**config.mk**
```make
export PLATFORM = sky130hd
export DESIGN_NAME = batch_issue_sequencer
export DESIGN_NICKNAME = d
export VERILOG_FILES = /design/src/rtl/batch_issue_sequencer.sv
export SDC_FILE = /design/constraint.sdc
export NUM_CORES = 1
export LEC_CHECK = 0
export CORE_MARGIN = 2
export CORE_UTILIZATION = 45
export CTS_BUF_LIST = sky130_fd_sc_hd__clkbuf_16
export DETAILED_ROUTE_END_ITERATION = 7
export PLACE_DENSITY = 0.89
export SLEW_MARGIN = 10
export SYNTH_ARGS = -nofsm -noshare
export SYNTH_HDL_FRONTEND = slang
export SYNTH_SLANG_ARGS = --single-unit
```
**constraint.sdc**
```tcl
create_clock -name clk -period 1.7 [get_ports clk]
set_input_delay 0.34 -clock clk [delete_from_list [all_inputs] [get_ports clk]]
set_output_delay 0.34 -clock clk [all_outputs]
set_load 0.005 [all_outputs]
```
**src/rtl/batch_issue_sequencer.sv**
```systemverilog
// Walks one scheduled batch (SBR -> SRR chain -> request chain) and offers
// request IDs on a valid/ready issue port with row-open/row-close markers.
module batch_issue_sequencer #(
   parameter int REQ_ID_W = 6,
   parameter int SRR_ID_W = 5,
   parameter int SBR_ID_W = 4,
   parameter int RD_LAT   = 2
) (
   input  logic                clk,
   input  logic                rst,
   input  logic                start,
   input  logic                flush,
   input  logic [SBR_ID_W-1:0] critical_sbr,
   output logic                busy,
   output logic                done,
   output logic                error,
   output logic [REQ_ID_W-1:0] issued_count,
   output logic [SBR_ID_W-1:0] sbr_rd_addr,
   input  logic [SRR_ID_W-1:0] sbr_rd_head_srr,
   input  logic [SRR_ID_W-1:0] sbr_rd_row_count,
   input  logic [REQ_ID_W-1:0] sbr_rd_total_requests,
   output logic [SRR_ID_W-1:0] srr_rd_addr,
   input  logic [REQ_ID_W-1:0] srr_rd_head_req,
   input  logic [REQ_ID_W-1:0] srr_rd_count,
   input  logic [SRR_ID_W-1:0] srr_rd_next_srr,
   output logic [REQ_ID_W-1:0] req_rd_addr,
   input  logic [REQ_ID_W-1:0] req_rd_next_req,
   output logic                issue_valid,
   input  logic                issue_ready,
   output logic [REQ_ID_W-1:0] issue_req_id,
   output logic                issue_first_in_row,
   output logic                issue_last_in_row,
   output logic                issue_last
);

   localparam int WAIT_W = (RD_LAT < 1) ? 1 : $clog2(RD_LAT + 1);

   typedef enum logic [2:0] {IDLE, RD_SBR, RD_SRR, ISSUE, NEXT_REQ, DONE} state_t;

   state_t              state, state_d;
   logic [WAIT_W-1:0]   wait_cnt, wait_cnt_d;
   logic [SRR_ID_W-1:0] rows_left, rows_left_d;
   logic [REQ_ID_W-1:0] reqs_left, reqs_left_d;
   logic [REQ_ID_W-1:0] total_reqs, total_reqs_d;
   logic [SRR_ID_W-1:0] next_srr, next_srr_d;

   logic                busy_d, done_d, error_d, issue_valid_d;
   logic [REQ_ID_W-1:0] issued_count_d, issue_req_id_d, req_rd_addr_d;
   logic [SBR_ID_W-1:0] sbr_rd_addr_d;
   logic [SRR_ID_W-1:0] srr_rd_addr_d;
   logic                first_d, last_in_row_d, last_d;
   logic [REQ_ID_W-1:0] count_inc;

   logic wait_done, handshake, abort;

   assign wait_done = (wait_cnt == WAIT_W'(RD_LAT));
   assign handshake = (state == ISSUE) && issue_valid && issue_ready;
   assign abort     = flush && (state != IDLE);
   assign count_inc = issued_count + REQ_ID_W'(1);

   // State register; every output is a flop so downstream sees clean edges.
   always_ff @(posedge clk) begin
      if (rst) begin
         state              <= IDLE;
         wait_cnt           <= '0;
         rows_left          <= '0;
         reqs_left          <= '0;
         total_reqs         <= '0;
         next_srr           <= '0;
         busy               <= 1'b0;
         done               <= 1'b0;
         error              <= 1'b0;
         issued_count       <= '0;
         sbr_rd_addr        <= '0;
         srr_rd_addr        <= '0;
         req_rd_addr        <= '0;
         issue_valid        <= 1'b0;
         issue_req_id       <= '0;
         issue_first_in_row <= 1'b0;
         issue_last_in_row  <= 1'b0;
         issue_last         <= 1'b0;
      end else begin
         // NOTE: non-blocking so every flop samples pre-edge values together.
         state              <= state_d;
         wait_cnt           <= wait_cnt_d;
         rows_left          <= rows_left_d;
         reqs_left          <= reqs_left_d;
         total_reqs         <= total_reqs_d;
         next_srr           <= next_srr_d;
         busy               <= busy_d;
         done               <= done_d;
         error              <= error_d;
         issued_count       <= issued_count_d;
         sbr_rd_addr        <= sbr_rd_addr_d;
         srr_rd_addr        <= srr_rd_addr_d;
         req_rd_addr        <= req_rd_addr_d;
         issue_valid        <= issue_valid_d;
         issue_req_id       <= issue_req_id_d;
         issue_first_in_row <= first_d;
         issue_last_in_row  <= last_in_row_d;
         issue_last         <= last_d;
      end
   end

   always_comb begin
      state_d = state;
      case (state)
         IDLE:     if (start) state_d = RD_SBR;
         RD_SBR:   if (wait_done)
                      state_d = (sbr_rd_row_count == '0 || sbr_rd_total_requests == '0) ? DONE : RD_SRR;
         RD_SRR:   if (wait_done) state_d = (srr_rd_count == '0) ? DONE : ISSUE;
         ISSUE:    if (handshake) begin
                      if (issue_last)             state_d = DONE;
                      else if (issue_last_in_row) state_d = RD_SRR;
                      else                        state_d = NEXT_REQ;
                   end
         NEXT_REQ: if (wait_done) state_d = ISSUE;
         DONE:     state_d = IDLE;
         default:  state_d = IDLE;
      endcase
      // Flush outranks start and handshake.
      if (abort) state_d = IDLE;
   end

   always_comb begin
      // NOTE: every target gets a default here, so no path can infer a latch.
      wait_cnt_d     = '0;
      rows_left_d    = rows_left;
      reqs_left_d    = reqs_left;
      total_reqs_d   = total_reqs;
      next_srr_d     = next_srr;
      error_d        = error;
      issued_count_d = issued_count;
      sbr_rd_addr_d  = sbr_rd_addr;
      srr_rd_addr_d  = srr_rd_addr;
      req_rd_addr_d  = req_rd_addr;
      issue_req_id_d = issue_req_id;
      first_d        = issue_first_in_row;
      last_in_row_d  = issue_last_in_row;
      last_d         = issue_last;
      busy_d         = (state_d != IDLE);
      done_d         = (state_d == DONE);
      issue_valid_d  = (state_d == ISSUE);

      if (!abort) begin
         case (state)
            IDLE: if (start) begin
               sbr_rd_addr_d  = critical_sbr;
               issued_count_d = '0;
               error_d        = 1'b0;
            end
            RD_SBR: if (!wait_done) begin
               wait_cnt_d = wait_cnt + WAIT_W'(1);
            end else if (sbr_rd_row_count == '0 || sbr_rd_total_requests == '0) begin
               error_d = 1'b1;
            end else begin
               rows_left_d   = sbr_rd_row_count;
               total_reqs_d  = sbr_rd_total_requests;
               srr_rd_addr_d = sbr_rd_head_srr;
            end
            RD_SRR: if (!wait_done) begin
               wait_cnt_d = wait_cnt + WAIT_W'(1);
            end else if (srr_rd_count == '0) begin
               error_d = 1'b1;
            end else begin
               reqs_left_d    = srr_rd_count;
               next_srr_d     = srr_rd_next_srr;
               issue_req_id_d = srr_rd_head_req;
               first_d        = 1'b1;
               last_in_row_d  = (srr_rd_count == REQ_ID_W'(1));
               last_d         = (srr_rd_count == REQ_ID_W'(1)) && (rows_left == SRR_ID_W'(1));
            end
            ISSUE: if (handshake) begin
               issued_count_d = count_inc;
               reqs_left_d    = reqs_left - REQ_ID_W'(1);
               if (issue_last) begin
                  // A chain that disagrees with the SBR total is reported with done.
                  error_d = error || (count_inc != total_reqs);
               end else if (issue_last_in_row) begin
                  rows_left_d   = rows_left - SRR_ID_W'(1);
                  srr_rd_addr_d = next_srr;
               end else begin
                  req_rd_addr_d = issue_req_id;
               end
            end
            NEXT_REQ: if (!wait_done) begin
               wait_cnt_d = wait_cnt + WAIT_W'(1);
            end else begin
               issue_req_id_d = req_rd_next_req;
               first_d        = 1'b0;
               last_in_row_d  = (reqs_left == REQ_ID_W'(1));
               last_d         = (reqs_left == REQ_ID_W'(1)) && (rows_left == SRR_ID_W'(1));
            end
            default: ;
         endcase
      end
   end

endmodule

```
run_1/route_heat.png
Scale: 4 px per um. The die is cut into 18 by 18 equal tiles; dark purple is low, yellow is high, scaled to the fullest tile. Values are wire area over tile area, all layers added.
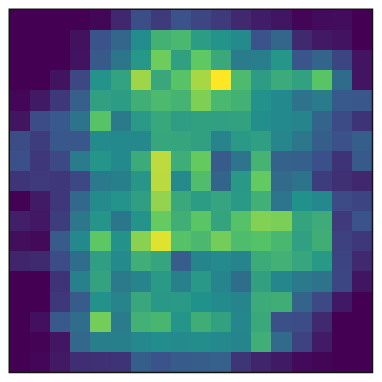
The mean over all tiles is 0.31. The densest ninth of the die: middle. The fullest tile reaches 0.84. 35% of the tiles are over half the peak.
post-DR wirelength/cell: 21.7 um
Via Count: 4266
overall global routing resource usage: 0.334

run_1/clock_wires.png
Scale: 4 px per um.
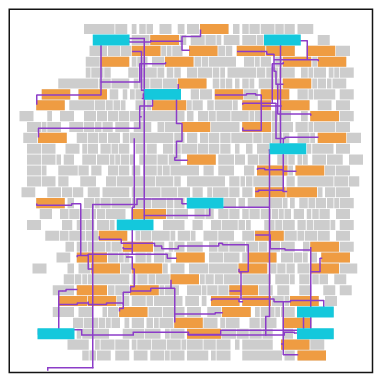
Key: orange = flip-flops [count 61]; purple = clock wires [length 1050 um]; cyan = clock-net drivers [count 9]
Position of the flops: all over the die.
clock network power: 1.99 mW
largest clock skew in the final design: 5.89 ps
part of the total power dissipated in the clock network: 0.471
Worst-Skew Late Latency: 350 ps

run_1/congestion_map.png
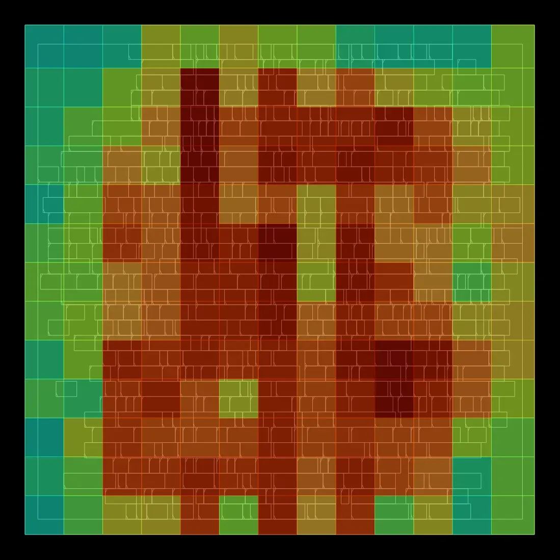
GR peak layer: met2
Post-Route Utilization: 0.789

==> flow_summary.json, run 1 <==
{
  "antenna_cells": 0,
  "violations": "negative setup slack",
  "hold-path-cell-count": 2,
  "ir_worst_vdd_mv": 0.673,
  "max-clock-path-buffers": 2,
  "grt_remaining_overflow": 0,
  "switching_power_of_the_nets_mw": 1.10,
  "r2r-start": "state[1]$_SDFF_PP0_",
  "synthDominantAreaCellType": "sky130_fd_sc_hd__dfxtp_1",
  "synth_largest_type_area_fraction": 0.363,
  "post_synth_mux_area_share": 0.0506,
  "path_max_fanout": 8,
  "total_power_mw": 4.22,
  "mostFrequentLayoutCells": "sky130_fd_sc_hd__buf_4 (88), sky130_fd_sc_hd__clkdlybuf4s50_1 (62), sky130_fd_sc_hd__dfxtp_1 (51)",
  "critPathMaxStageDelay_ps": 440,
  "setup.worst_path.end": "issue_first_in_row$_SDFFE_PP0P_",
  "synth-xor-area-share": 0.0260,
  "timing.hold.worst.class": "in -> reg",
  "layoutNonFillerInstCount": 681,
  "syn-mean-instance-area_um2": 8.28,
  "result_of_the_run": "finished with violations",
  "drt_first_pass_iters": 5,
  "r2r-end": "issue_first_in_row$_SDFFE_PP0P_",
  "critPathLaunch": "state[1]$_SDFF_PP0_",
  "ys_area_um2": 3360,
  "io_buffers": 81,
  "timing.final.crit_share": 1.07,
  "syn-cell-area_um2": 3360,
  "simple_gate_area_frac": 0.251,
  "cts-buffers-inserted": 9,
  "ctsRootBufferMaster": "sky130_fd_sc_hd__clkbuf_16",
  "worstSetupPathDepth": 7,
  "async_set_reset_flop_share_out_of_synthesis": 0,
  "synth_top_cell_by_count": "sky130_fd_sc_hd__dfxtp_1",
  "pwr-share-comb": 0.171,
  "final_period_minus_worst_setup_slack_ps": 1810,
  "relSlewSlack": 0.712,
  "initial_core_util": 0.464,
  "finalHoldViolations": 0,
  "seq_area_frac_synth": 0.363,
  "grt_antenna_before_repair": 0,
  "remaining_drc_errors": 0,
  "worst_slew_pin_slew_ps": 429,
  "slowest_stage_cell_on_the_critical_path": "sky130_fd_sc_hd__dfxtp_4",
  "timing.hold.worst.start": "rst",
  "synthAoiAreaFrac": 0.228,
  "drtAntennaViolNets": 0,
  "ys.warnings.count": 0,
  "timing.hold.worst_endpoint": "req_rd_addr[5]$_SDFFE_PP0P_",
  "io_pins": 82,
  "setup_viol": 30,
  "htreeDepth": 3,
  "chipWidth_um": 90.5,
  "warning_count": 30,
  "timing.critical_path.cells": "buf_12, buf_4, nand2b_1, a211o_4, nor2_4, nor2_2, a311oi_2",
  "vias_per_cell": 6.26,
  "largest_net_degree_at_the_start_of_global_routing": 26,
  "critPathTopFamily": "AND-OR/OR-AND gates",
  "maxClockFrequency_mhz": 551,
  "yosysUniqueCellTypes": 63,
  "final.setup.worst_slack_ps": -113,
  "postSynth.topFlopCell": "sky130_fd_sc_hd__dfxtp_1",
  "clk_pin_slew_ps": 50,
  "edf_count": 0,
  "final_common_cell": "sky130_fd_sc_hd__buf_4",
  "cp-start-kind": "flip-flop",
  "netSwitchingFraction": 0.260,
  "totalNegativeSetupSlack_ps": -1320,
  "global_route_wire_length_before_repair_um": 21500,
  "cts_sinks": 61,
  "post-place-ws_ps": -577,
  "hold_ws_ps": 405,
  "postLayoutCellArea_um2": 5720,
  "vias_in_the_first_global_route": 4207,
  "adder_share": 0.0253,
  "yosys-top-cells-area": "sky130_fd_sc_hd__dfxtp_1 (36%), sky130_fd_sc_hd__nor2_1 (6.7%), sky130_fd_sc_hd__mux2i_1 (5.1%)",
  "ys_seq_elements": 61,
  "drtIter0Drc": 333,
  "slew_viol_final": 0,
  "unrepaired_setup_endpoints_after_global_routing": "yes"
}
==> run 1: metal layers <==
metal  track usage  wire length [um]
met2         0.568              7020
met4         0.214               925
met3        0.0634              1200
met5             0                 0
met1         0.385              5590
==> run 1: timing repair <==
| action | 4_1_cts | 5_1_grt |
|---|---|---|
| gates resized | 77 | 74 |
| pin swaps | 31 | 28 |
| buffers inserted | 18 | 11 |
| hold buffers | 0 | 0 |
| cloned | 3 | 0 |
| endpoints found under the hold margin | 0 | 0 |
| setup endpoints to repair | 53 | 54 |
==> run 1: final cells by class <==
class / count / area [um2]
Fill cell: 413 / 1530
Clock inverter: 6 / 80.1
Multi-Input combinational cell: 309 / 2330
Clock buffer: 9 / 225
Timing Repair Buffer: 186 / 1680
Tap cell: 99 / 124
Sequential cell: 61 / 1240
Inverter: 11 / 41.3
==> run 1: flip-flops by register name, indices dropped and copies added, names as in the netlist <==
register	flops
issue_last	1
issue_last_in_row	1
done	1
wait_cnt	2
issue_req_id	6
next_srr	5
issue_valid	1
srr_rd_addr	5
reqs_left	6
state	3
issue_first_in_row	1
rows_left	5
error	1
sbr_rd_addr	4
issued_count	6
req_rd_addr	6
busy	1
total_reqs	6
==> run 1: power groups by stage <==
stage	Clock [mW]	Sequential [mW]	Combinational (mW)
finish	1.99	1.51	0.723
global route	2.04	1.51	0.760
CTS	1.93	1.50	0.677
detailed placement	0	1.54	0.550
global placement	0	1.53	0.536
floorplan	0	1.53	0.238
==> run 1: cells by family (layout without fill, tap and decap cells) <==
| logic type | count (synthesis) | count (layout) |
|---|---|---|
| xor gates and xnor gates | 10 | 10 |
| muxes | 17 | 17 |
| DFF | 61 | 61 |
| buffers and inverters | 36 | 212 |
| adders and majority gates | 7 | 7 |
| AOI/OAI and AO/OA | 108 | 108 |
| and+or+nand+nor | 167 | 167 |
run_1/m3.png
Scale: 3 px per um. Cells faint in the background.
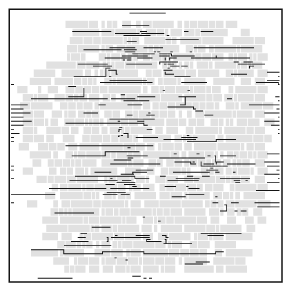

==> run 2: changes to the inputs <==
--- a/config.mk
+++ b/config.mk
@@ -6,10 +6,10 @@
 export NUM_CORES = 1
 export LEC_CHECK = 0
 export CORE_MARGIN = 2
-export CORE_UTILIZATION = 45
+export CORE_UTILIZATION = 46
 export CTS_BUF_LIST = sky130_fd_sc_hd__clkbuf_16
 export DETAILED_ROUTE_END_ITERATION = 7
-export PLACE_DENSITY = 0.89
+export PLACE_DENSITY = 0.87
 export SLEW_MARGIN = 10
 export SYNTH_ARGS = -nofsm -noshare
 export SYNTH_HDL_FRONTEND = slang
==> constraint.sdc (replaced) <==
create_clock -name clk -period 2 [get_ports clk]
set_input_delay 0.4 -clock clk [delete_from_list [all_inputs] [get_ports clk]]
set_output_delay 0.4 -clock clk [all_outputs]
set_load 0.005 [all_outputs]
run_2/m3.png
Scale: 3 px per um. Cells faint in the background.
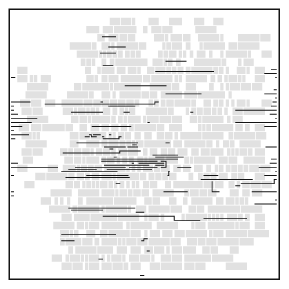
The layer holds 7.0% of the routed length. The wires run mostly horizontal. The longest straight run is 36.6 um.
overall routed net length: 10300 um
Via Count: 3591
met3 track demand over resource in global routing: 0.0591

run_2/route_heat.png
Scale: 4 px per um. The die is cut into 18 by 18 equal tiles; dark purple is low, yellow is high, scaled to the fullest tile. Values are wire area over tile area, all layers added.
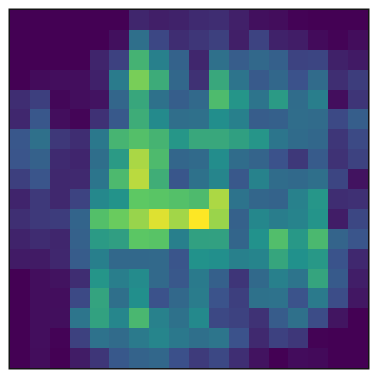
The densest ninth of the die: middle. 11% of the tiles are nearly empty. The mean over all tiles is 0.21. 18% of the tiles are over half the peak. The fullest tile reaches 0.72. The emptiest ninth of the die: top left.
overall global routing resource usage: 0.268
post-DR wirelength/cell: 16.1 um

==> run 2 against run 1 <==
Effect of this change:
- the run now ends clean
- combinational power fell by 38%
- synthesized cell count did not move
- count of clock-buffer cells in the layout did not move
- highest routed layer unchanged
==> flow_summary.json, run 2 <==
{
  "number_of_hold_buffers_added_after_cts": 0,
  "synthDominantAreaCellType": "sky130_fd_sc_hd__dfxtp_1",
  "worst_slew_pin_slew_ps": 452,
  "post-place-ws_ps": -351,
  "ys_seq_elements": 61,
  "maxClockFrequency_mhz": 511,
  "vias_per_cell": 5.65,
  "final.setup.worst_slack_ps": 42.5,
  "total_power_mw": 3.32,
  "post_synth_mux_area_share": 0.0506,
  "slowest_stage_cell_on_the_critical_path": "sky130_fd_sc_hd__or4_4",
  "final_common_cell": "sky130_fd_sc_hd__clkdlybuf4s50_1",
  "ir_worst_vdd_mv": 0.398,
  "warning_count": 28,
  "clk_pin_slew_ps": 50,
  "switching_power_of_the_nets_mw": 0.752,
  "power_frac_clock": 0.480,
  "slew_viol_final": 0,
  "simple_gate_area_frac": 0.251,
  "global_route_wire_length_before_repair_um": 16500,
  "drt_first_pass_iters": 5,
  "unrepaired_setup_endpoints_after_global_routing": "no",
  "wl_met1_um": 4300,
  "postLayoutCellArea_um2": 4980,
  "met2_track_demand_over_resource_in_global_routing": 0.457,
  "grt_util_met1": 0.327,
  "wl_met2_um": 5030,
  "edf_count": 0,
  "ys_area_um2": 3360,
  "vias_in_the_first_global_route": 3514,
  "insertion_delay_ps": 330,
  "timing.final.crit_share": 0.979,
  "critical_path.n_buffers_inverters": 2,
  "cp-start-kind": "input port",
  "antenna_cells": 0,
  "remaining_drc_errors": 0,
  "syn-mean-instance-area_um2": 8.28,
  "highest-signal-layer": "met4",
  "drtAntennaViolNets": 0,
  "seq_area_frac_synth": 0.363,
  "postCtsSetupRepairBufs": 0,
  "adder_share": 0.0253,
  "chipWidth_um": 89.5,
  "largest_net_degree_at_the_start_of_global_routing": 26,
  "cts-buffers-inserted": 9,
  "initial_core_util": 0.469,
  "grt_remaining_overflow": 0,
  "path_max_fanout": 6,
  "syn-cell-area_um2": 3360,
  "postSynth.topFlopCell": "sky130_fd_sc_hd__dfxtp_1",
  "critPathTopFamily": "simple AND/OR/NAND/NOR gates",
  "max-clock-path-buffers": 2,
  "mostFrequentLayoutCells": "sky130_fd_sc_hd__clkdlybuf4s50_1 (79), sky130_fd_sc_hd__nor2_1 (60), sky130_fd_sc_hd__dfxtp_1 (58)",
  "pwr-share-comb": 0.134,
  "cts_sinks": 61,
  "skew_ps": 8.15,
  "grt_antenna_before_repair": 0,
  "io_pins": 82,
  "yosys-top-cells-area": "sky130_fd_sc_hd__dfxtp_1 (36%), sky130_fd_sc_hd__nor2_1 (6.7%), sky130_fd_sc_hd__mux2i_1 (5.1%)",
  "result_of_the_run": "completed",
  "netSwitchingFraction": 0.226,
  "synth_largest_type_area_fraction": 0.363,
  "met3WireLength_um": 715,
  "htreeDepth": 3,
  "io_buffers": 81,
  "synth-xor-area-share": 0.0260,
  "synthAoiAreaFrac": 0.228,
  "async_set_reset_flop_share_out_of_synthesis": 0,
  "grt.busiest_layer": "met2"
}
-- run 2: cell counts after synthesis --
Identical to the previous run, type by type.
-- run 2: logic make-up after synthesis --
family                   after synthesis
flip-flops                            61
XOR/XNOR                              10
adder cells (fa/ha/maj)                7
buffers and inverters                 36
AND/OR/NAND/NOR                      167
AND-OR/OR-AND                        108
multiplexers                          17
-- run 2: final timing paths --
path	startpoint	endpoint	slack, ps	cells past startpoint
max	sbr_rd_row_count[2]	total_reqs[4]$_SDFFE_PP0P_	40	7
min	wait_cnt[0]$_SDFF_PP0_	wait_cnt[0]$_SDFF_PP0_	410	1
max reg2reg	state[0]$_SDFF_PP0_	reqs_left[0]$_SDFFE_PP0P_	110	6
min reg2reg	wait_cnt[0]$_SDFF_PP0_	wait_cnt[0]$_SDFF_PP0_	410	1
-- run 2: per-stage QoR --
| stage | TNS, ps | instances | hold slack, ps | util |
|---|---|---|---|---|
| 2_1_floorplan | 0 | 406 | 393 | - |
| 3_3_place_gp | -9650 | 620 | 399 | 0.643 |
| 3_5_place_dp | -11970 | 620 | 406 | 0.643 |
| 4_1_cts | 0 | 636 | 412 | 0.687 |
| 5_1_grt | 0 | 636 | 423 | 0.694 |
| 6_report | 0 | 636 | 412 | 0.694 |
-- run 2: cell type report --
type	count	area [um2]
clock inverters	7	80.1
flip-flops and latches	61	1220
clock buffers	9	225
repair buffers	140	1280
fillers	524	2200
multi-input cells	309	2000
well taps	99	124
inverters	11	41.3
-- run 2: power by group through the flow --
stage / Sequential [mW] / Clock, mW / Combinational [mW]
3_5_place_dp: 1.31 / 0 / 0.428
2_1_floorplan: 1.30 / 0 / 0.202
6_report: 1.28 / 1.59 / 0.445
3_3_place_gp: 1.30 / 0 / 0.416
4_1_cts: 1.28 / 1.60 / 0.436
5_1_grt: 1.28 / 1.68 / 0.484
run_2/congestion_map.png
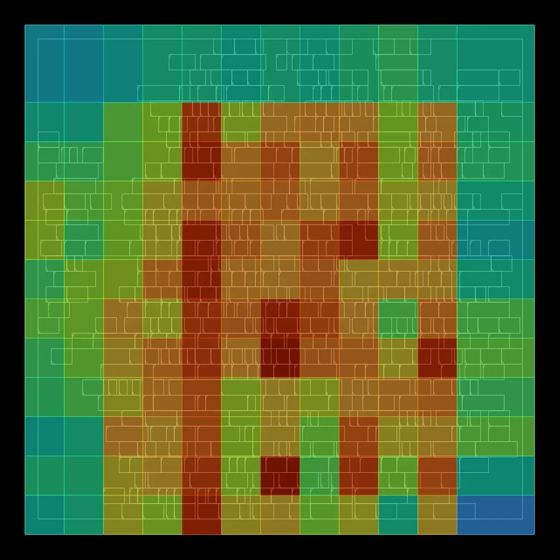

==> run 3: changes to the inputs <==
==> constraint.sdc (replaced) <==
create_clock -name clk -period 2.1 [get_ports clk]
set_input_delay 0.42 -clock clk [delete_from_list [all_inputs] [get_ports clk]]
set_output_delay 0.42 -clock clk [all_outputs]
set_load 0.005 [all_outputs]
run_3/congestion_map.png
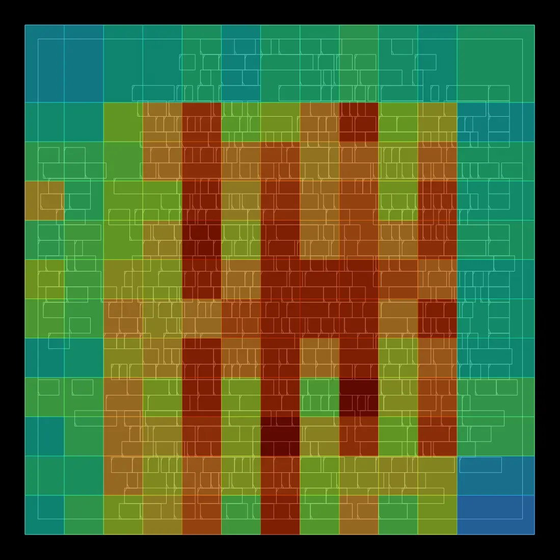
GR Layer Usage met1: 0.327
met3 track demand over resource in global routing: 0.0711

run_3/clock_wires.png
Scale: 4 px per um.
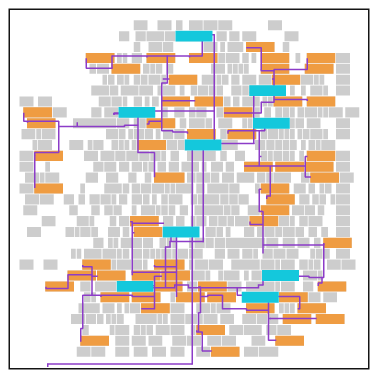
Key: orange = flip-flops [count 61]; cyan = clock-net drivers [count 9]; purple = clock wires [length 809 um]
Position of the flops: all over the die. There are 10 routed clock nets.
part of the total power dissipated in the clock network: 0.461
clock network power: 1.40 mW
largest clock skew in the final design: 3.73 ps
Worst-Skew Late Latency: 330 ps

==> run 3 against run 2 <==
Effect of this change:
- routed wire length about the same
- critical path type unchanged
- sequential power down 5%
- critical path depth unchanged
- synthesized cell count unchanged
- flip-flop count unchanged
- clock power down about 10%
- global-route usage up 0.25 points
- largest power group unchanged
==> flow_summary.json, run 3 <==
{
  "global_route_wire_length_before_repair_um": 16500,
  "edf_count": 0,
  "largest_net_degree_at_the_start_of_global_routing": 28,
  "cts-buffers-inserted": 9,
  "io_pins": 82,
  "r2r-start": "state[2]$_SDFF_PP0_",
  "critPathMaxStageDelay_ps": 590,
  "yosysUniqueCellTypes": 63,
  "seq_area_frac_synth": 0.363,
  "htreeDepth": 3,
  "grt.busiest_layer": "met2",
  "totalWireLength_um": 10300,
  "r2r-end": "rows_left[0]$_SDFFE_PP0P_",
  "timing.hold.worst_endpoint": "sbr_rd_addr[0]$_SDFFE_PP0P_",
  "warning_count": 28,
  "wl_per_cell_um": 16.4,
  "clk_pin_slew_ps": 50,
  "remaining_drc_errors": 0,
  "timing.hold.worst.start": "rst",
  "slowest_stage_cell_on_the_critical_path": "sky130_fd_sc_hd__or4_4",
  "wl_met2_um": 5170,
  "wl_met1_um": 4110,
  "setup.worst_path.end": "total_reqs[0]$_SDFFE_PP0P_",
  "synth_top_cell_by_count": "sky130_fd_sc_hd__dfxtp_1",
  "timing.reg2reg.worst_path_depth": 6,
  "ys.warnings.count": 0,
  "antenna_cells": 0,
  "synthDominantAreaCellType": "sky130_fd_sc_hd__dfxtp_1",
  "finalHoldViolations": 0,
  "ff2ff_setup_slack_ps": 110,
  "met2_track_demand_over_resource_in_global_routing": 0.452,
  "async_set_reset_flop_share_out_of_synthesis": 0,
  "met3WireLength_um": 772,
  "yosys-top-cells-area": "sky130_fd_sc_hd__dfxtp_1 (36%), sky130_fd_sc_hd__nor2_1 (6.7%), sky130_fd_sc_hd__mux2i_1 (5.1%)",
  "grt_remaining_overflow": 0,
  "timing.hold.worst.class": "in -> reg",
  "grt_antenna_before_repair": 0,
  "drt_first_pass_iters": 5,
  "drtIter0Drc": 280,
  "synth_largest_type_area_fraction": 0.363,
  "grt_use_total": 0.271,
  "mostFrequentLayoutCells": "sky130_fd_sc_hd__clkdlybuf4s50_1 (80), sky130_fd_sc_hd__nor2_1 (60), sky130_fd_sc_hd__dfxtp_1 (59)",
  "ys_area_um2": 3360,
  "drtAntennaViolNets": 0,
  "io_buffers": 81,
  "timing.final.crit_share": 0.963,
  "syn-mean-instance-area_um2": 8.28,
  "maxClockFrequency_mhz": 495,
  "setup_viol": 0,
  "postSynth.topFlopCell": "sky130_fd_sc_hd__dfxtp_1",
  "cts_sinks": 61,
  "number_of_hold_buffers_added_after_cts": 0,
  "highest-signal-layer": "met4",
  "vias_in_the_first_global_route": 3518,
  "post_route_utilization": 0.678,
  "final_period_minus_worst_setup_slack_ps": 2020,
  "power.density_nw_per_um2": 627,
  "final_common_cell": "sky130_fd_sc_hd__clkdlybuf4s50_1",
  "worst_slew_pin_slew_ps": 479,
  "path_max_fanout": 6,
  "result_of_the_run": "completed",
  "vias_per_cell": 5.75,
  "max-clock-path-buffers": 2,
  "relSlewSlack": 0.680,
  "ir_worst_vdd_mv": 0.398,
  "hold-path-cell-count": 2,
  "chipWidth_um": 89.5,
  "fill_cells": 547,
  "via_count": 3600,
  "ctsRootBufferMaster": "sky130_fd_sc_hd__clkbuf_16",
  "critPathLaunch": "sbr_rd_row_count[1]",
  "syn-cell-area_um2": 3360,
  "cp-start-kind": "input port",
  "timing.critical_path.cells": "clkdlybuf4s50_1, or4_4, o2bb2ai_4, or4_4, buf_12, mux2i_2, nor2_1",
  "initial_core_util": 0.469,
  "total_power_mw": 3.05,
  "postLayoutCellArea_um2": 4860
}
-- run 3: where the power goes --
| group | leakage (nW) | internal, mW | switching, mW |
|---|---|---|---|
| registers | 0.495 | 1.19 | 0.0271 |
| logic | 1.31 | 0.236 | 0.188 |
| clock network | 0.140 | 0.899 | 0.506 |
-- run 3: cells by family after synthesis --
logic type,Yosys count,synth area share
and+or+nand+nor,167,0.251
AOI/OAI and AO/OA,108,0.228
DFF,61,0.363
buffers and inverters,36,0.0562
muxes,17,0.0506
xor gates and xnor gates,10,0.0260
adders and majority gates,7,0.0253
-- run 3: worst max-delay path, delay by kind of cell --
family / cells / cell delay [ps]
AND-OR/OR-AND: 1 / 220
AND/OR/NAND/NOR: 3 / 830
buffers and inverters: 2 / 530
multiplexers: 1 / 230
-- run 3: cell type report --
| cell class | instances | area [um2] | area share |
|---|---|---|---|
| clock inverter | 6 | 57.6 | 0.0118 |
| timing repair buffer | 131 | 1220 | 0.251 |
| tap | 99 | 124 | 0.0255 |
| inverter | 11 | 41.3 | 0.00849 |
| sequential | 61 | 1220 | 0.252 |
| multi-input combinational | 309 | 1970 | 0.405 |
| clock buffer | 9 | 225 | 0.0463 |
-- run 3: per-stage QoR --
| step | TNS, ps | hold WS [ps] | cells | setup WS (ps) |
|---|---|---|---|---|
| floorplan | 0 | 393 | 406 | 339 |
| global placement | -5310 | 399 | 610 | -240 |
| detailed placement | -6870 | 430 | 610 | -282 |
| CTS | 0 | 436 | 625 | 9.86 |
| global route | -7.25 | 450 | 626 | -4.81 |
| finish | 0 | 438 | 626 | 78.5 |
-- run 3: repair_timing --
action,4_1_cts,5_1_grt
pin swaps,0,2
setup buffers,0,1
endpoints found under the setup margin,1,13
gates resized,1,6

==> screenshots <==
Routed metal, one colour a layer.
Scale: 3 px per um.
shot_01.png
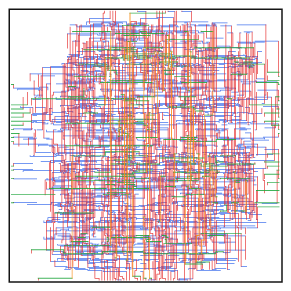
shot_02.png
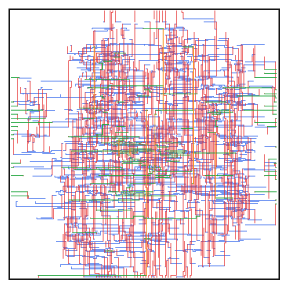
shot_03.png
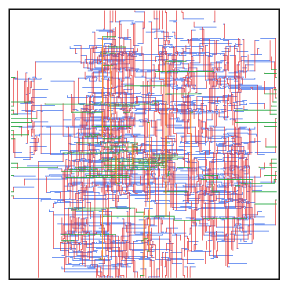
shot_02.png comes from run 3.
shot_01.png comes from run 1.
shot_03.png comes from run 2.
- most wire: shot_01.png

Key to shot_03.png:
Key: green = M3 [wire length 715 um]; red = M2 [wire length 5030 um]; orange = M4 [wire length 218 um]; blue = M1 [wire length 4300 um]

Power figures rest on the tool's default switching activity, not on a simulated workload.
